Design native_vtg_flat, sky130hd; sources not shown.
**Run 1: signal wires on met3**

Scale bar: 20 um.
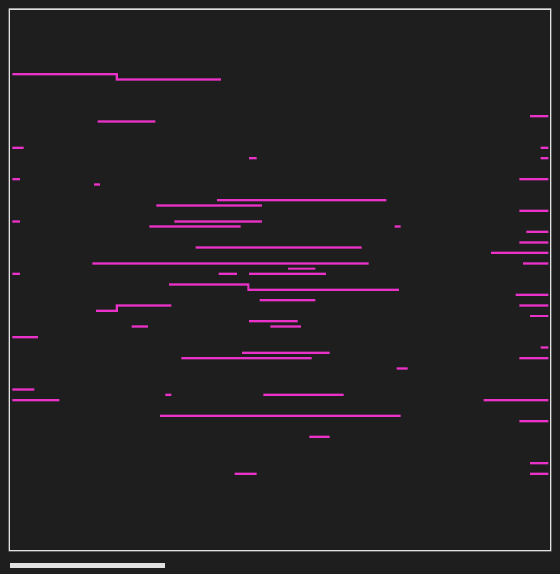
The longest straight run is 35.4 um. The layer holds 7.6% of the routed length. The layer carries 368 um of wire.
Detailed Route WL: 4820 um
via count: 1925

**Run 1: the clock network**

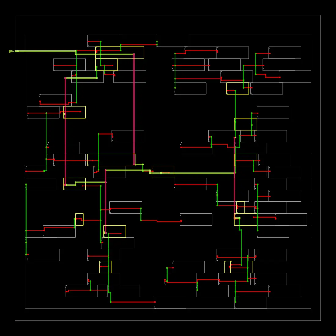
sequential cells: 58
TritonCTS sink count: 58
Clock buffer cells: 11

**Run 1: placement by cell class**

Fill, decap, tap and diode cells in grey.
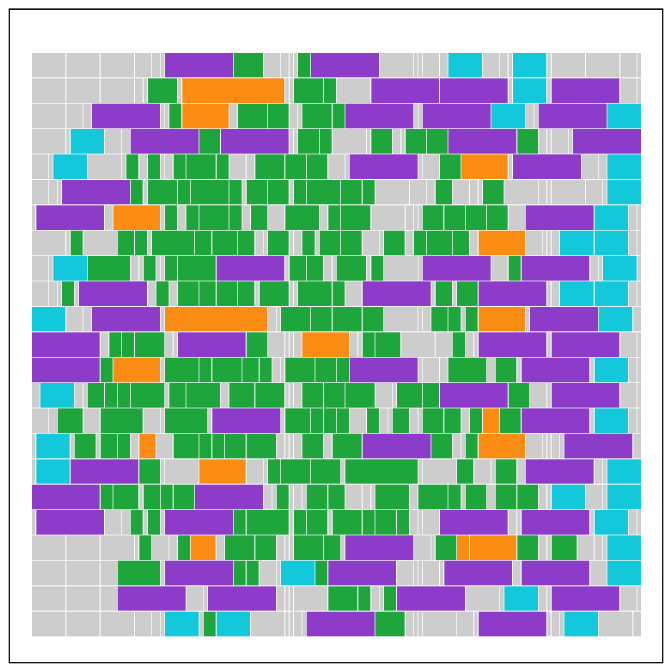
Purple shows sequential cells, cells 58. Cyan shows remaining buffers and delay cells, cells 34. Green shows remaining logic cells, cells 199. Orange shows clock drivers and dummy loads, cells 16.
Final Util: 73.5%
post-route standard cell area excluding fillers: 0.00301 sq mm
Core ar.: 0.00409 sq mm
proportion of cell area occupied by registers: 38.6%
number of standard-cell rows in the floorplan: 23

==> notes.md, run 1 <==
Numbers from the implementation run.

For reference, the post-synthesis area per instance comes to slightly above 9 sq um. The cell-internal power is approximately 0.7 mW. The flow ran to the end, and the final reports show no timing, DRC or antenna violations. In the final design database the tool counted 311 nets. The report puts the cell count of the worst reg-to-reg path at 7. The first global-routing pass estimated 8250 um of wire.

After technology mapping, the gate count stands at 272. The busiest layer in global routing is met2. The area fraction in xor and xnor cells is approximately 7.7%.

The tool warning count for the run is 29. The sequential group power is between 0.4 and 0.5 mW. The root buffer cell is clkbuf_8. Of all flip-flops after synthesis, the portion carrying an async set or reset was 0%.

The worst setup path is launched from a register. In the global route stage, met1 resource usage came out at ~28%. In this run the maximum-capacitance check reported violations numbering 0. The CTS tree is yes. Nets still carrying antenna violations after routing amount to 0. The number of storage elements in the synthesis netlist is 58.

The total cell area at the placement stage is 0.00279 sq mm. Across all register-to-register paths, the minimum setup slack is between 3 and 4 ns. The wire-length estimate of the detail-placed layout is between 3000 and 4000 um. Per the detail_route report, DRC violations left total 0. The adder and majority gate portion of the synthesized area is between 2 and 3%. The mux share of post-synthesis cell area is under 10%. The number of antenna violations at the first check in global routing came to 0. The post-placement worst setup slack is 3.03 ns. In this run the biggest area consumer among cell types represents a little under half of the synthesized area. Combinational logic burns roughly 4.0% of the power. The number of buffers added by the clock tree synthesis step is 9. After synthesis, the design contains 272 cells according to Yosys. Looking at the group totals, the largest power group turns out to be sequential cells. Checking hold timing, the worst path is listed with class register to register. The filler cells instantiated in the layout total 312.

Data arrives at the worst endpoint at between 2 and 2.5 ns. Summing the areas of all and, or, nand and nor instances in the mapped netlist gives about 30% of the synthesized area. Across all setup checks in the final design, the least slack found is around 3.1 ns. CTS built an H-tree with a depth of 3.

The netlist area before placement is 0.00251 sq mm.
**Run 1: the metal 1 layer**

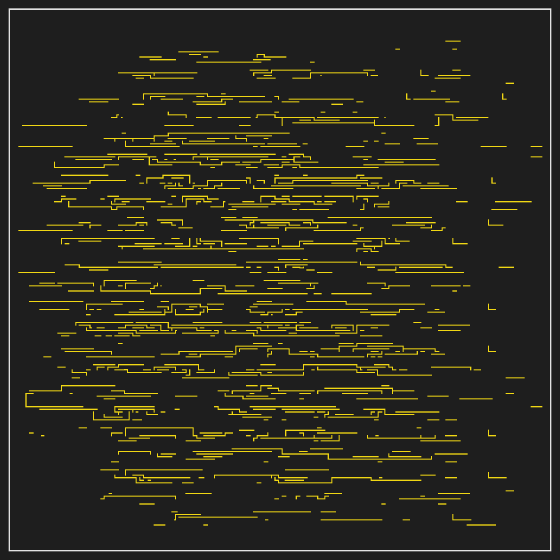

==> run 2, diff against run 1 <==
--- a/config.mk
+++ b/config.mk
@@ -5,12 +5,12 @@
 export SDC_FILE = /design/constraint.sdc
 export NUM_CORES = 1
 export LEC_CHECK = 0
-export ABC_CLOCK_PERIOD_IN_PS = 5400
+export ABC_CLOCK_PERIOD_IN_PS = 2100
 export CORE_MARGIN = 2
-export CORE_UTILIZATION = 58
+export CORE_UTILIZATION = 49
 export DETAILED_ROUTE_END_ITERATION = 16
 export MAX_ROUTING_LAYER = met4
-export PLACE_DENSITY = 0.82
+export PLACE_DENSITY = 0.74
 export SYNTH_ARGS = -nofsm -noshare
 export SYNTH_HDL_FRONTEND = slang
 export SYNTH_SLANG_ARGS = --single-unit
==> constraint.sdc (replaced) <==
create_clock -name natv_clk -period 2.1 [get_ports natv_clk]
set_clock_uncertainty 0.1 [all_clocks]
set_input_delay 0.21 -clock natv_clk [delete_from_list [all_inputs] [get_ports natv_clk]]
set_output_delay 0.21 -clock natv_clk [all_outputs]
set_load 0.02 [all_outputs]
**Run 2: the metal 1 layer**

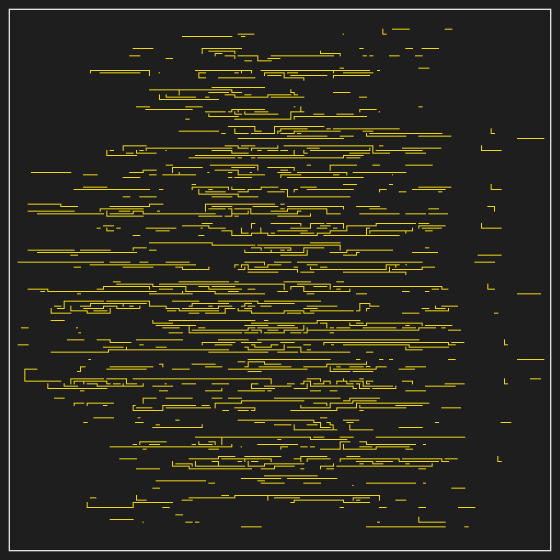
The layer carries 2490 um of wire. The longest straight run is 22.5 um. The layer holds 47% of the routed length. The wires run mostly horizontal. 304 nets have wire on it.
met1 Use GR: 28.7%
Detailed Route WL: 5350 um
via count: 2010

==> notes.md, run 2 <==
Numbers from the implementation run.

The synthesized netlist occupies a cell area of approximately 0.0025 sq mm. In this run the most used layer during global routing was met2. The CTS tree is yes.

The tool warning count for the run is 29. In this run, the synthesized area fraction spent on and/or/nand/nor cells is recorded as about 30%. The portion of synthesized cell area occupied by the leading cell type is 46.2%. The number of rows created at floorplan is 26. The estimated wirelength of the detail-placed design is about 4000 um. The sequential group power is approximately 1.1 mW.

The mean instance size in the synthesized netlist is 9.24 sq um. The area fraction in xor and xnor cells is approximately 7.7%. The number of sinks handled by clock tree synthesis is 58. The number of DRC violations after detailed routing is 0.

Sequential cells make up between 30 and 40% of the cell area. The cell count in the Yosys report is ~270. The synthesized instance count is between 200 and 300. The number of violations of the max-capacitance limit is 0.

The finished cells cover approximately 0.0032 sq mm. The arrival time of data at the critical path endpoint is 2.12 ns. The number of antenna violations at the first check in global routing came to 0. The flow ran to the end, and the final reports show no timing, DRC or antenna violations. The total area inside the core boundary comes to 0.00504 sq mm. The worst-case setup margin in the final layout is 0.142 ns. In the synthesized netlist, mux cells make up around 1.2% of the area. The timing report gives the worst reg2reg path a setup slack of 0.14 ns.

The number of clock buffer instances in the layout is 12. The class of the worst hold path is register to register.
**Run 2: placement by cell class**

Fill, decap, tap and diode cells in grey.
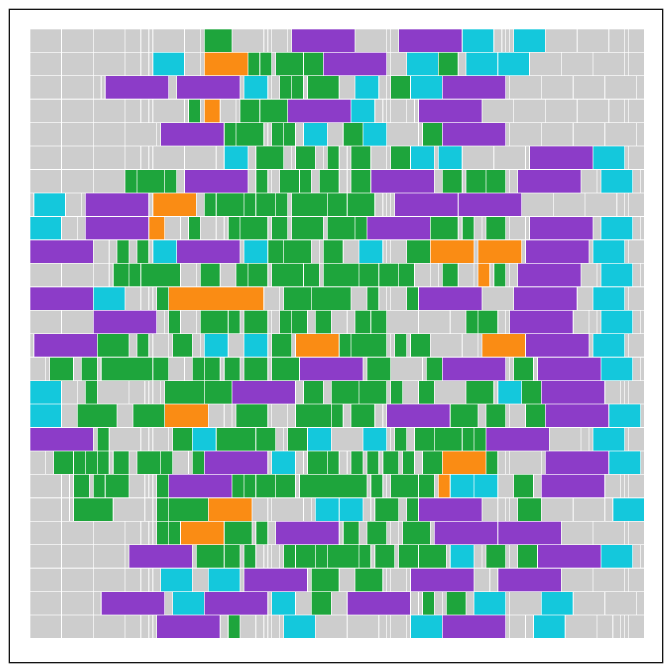

==> run 3, diff against run 2 <==
--- a/config.mk
+++ b/config.mk
@@ -6,11 +6,11 @@
 export NUM_CORES = 1
 export LEC_CHECK = 0
 export ABC_CLOCK_PERIOD_IN_PS = 2100
-export CORE_MARGIN = 2
-export CORE_UTILIZATION = 49
+export CORE_UTILIZATION = 51
+export CTS_BUF_LIST = sky130_fd_sc_hd__clkbuf_8
 export DETAILED_ROUTE_END_ITERATION = 16
 export MAX_ROUTING_LAYER = met4
-export PLACE_DENSITY = 0.74
+export PLACE_DENSITY = 0.76
 export SYNTH_ARGS = -nofsm -noshare
 export SYNTH_HDL_FRONTEND = slang
 export SYNTH_SLANG_ARGS = --single-unit
**Run 3: placement by cell class**

Fill, decap, tap and diode cells in grey.
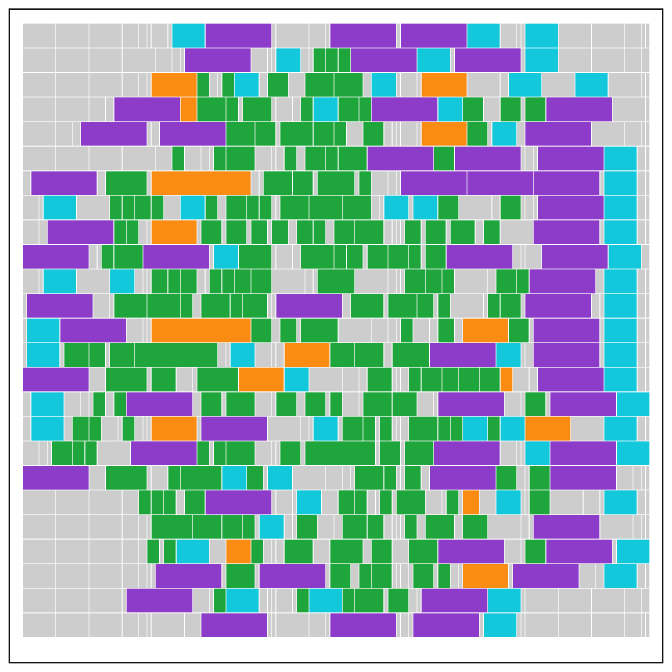
Green shows remaining logic cells, cells 199. Purple shows sequential cells, cells 58. Orange shows clock drivers and dummy loads, cells 16. Cyan shows remaining buffers and delay cells, cells 57.
post-route standard cell area excluding fillers: 0.00323 sq mm
Core ar.: 0.00472 sq mm
Final Util: 68.3%
number of standard-cell rows in the floorplan: 25
proportion of cell area occupied by registers: 36.0%

==> notes.md, run 3 <==
Numbers from the implementation run.

The run finished with clean final reports. Sequential cells placed in the final layout were counted as around 58. In this run the number of H-tree levels came out at 3. The adder and majority gate portion of the synthesized area is under 10%. The tool warning count for the run is 29. The global-route wire length before repair is roughly 8500 um.

The synthesized instance count is ~270. In this run the worst hold path is classified as register to register. The worst-case setup margin in the final layout is 0.134 ns.

Looking at the clock tree report, the root buffer type is clkbuf_8. Summing the areas of all and, or, nand and nor instances in the mapped netlist gives between 20 and 30% of the synthesized area. The area fraction in xor and xnor cells is approximately 7.7%. STA reports a reg2reg setup slack of 0.13 ns. The run reported a max-capacitance violation count of 0. For this design, Yosys synthesis ends with a cell count of between 200 and 300.

In the global route stage, met1 resource usage came out at 28.7%. The startpoint type of the worst setup path is a register. The number of clock buffer instances in the layout is 10. The share of synthesized area in the top cell type comes to ~46%. The group that draws the most power in this run is sequential cells. Per report_power, the Sequential row totals around 1.1 mW.

The final layout net count is approximately 330. The number of DRC violations after detailed routing is 0. The cell-internal power is 1.85 mW. met2 is the most crowded layer.
Power is estimated from default activity; no workload was simulated.
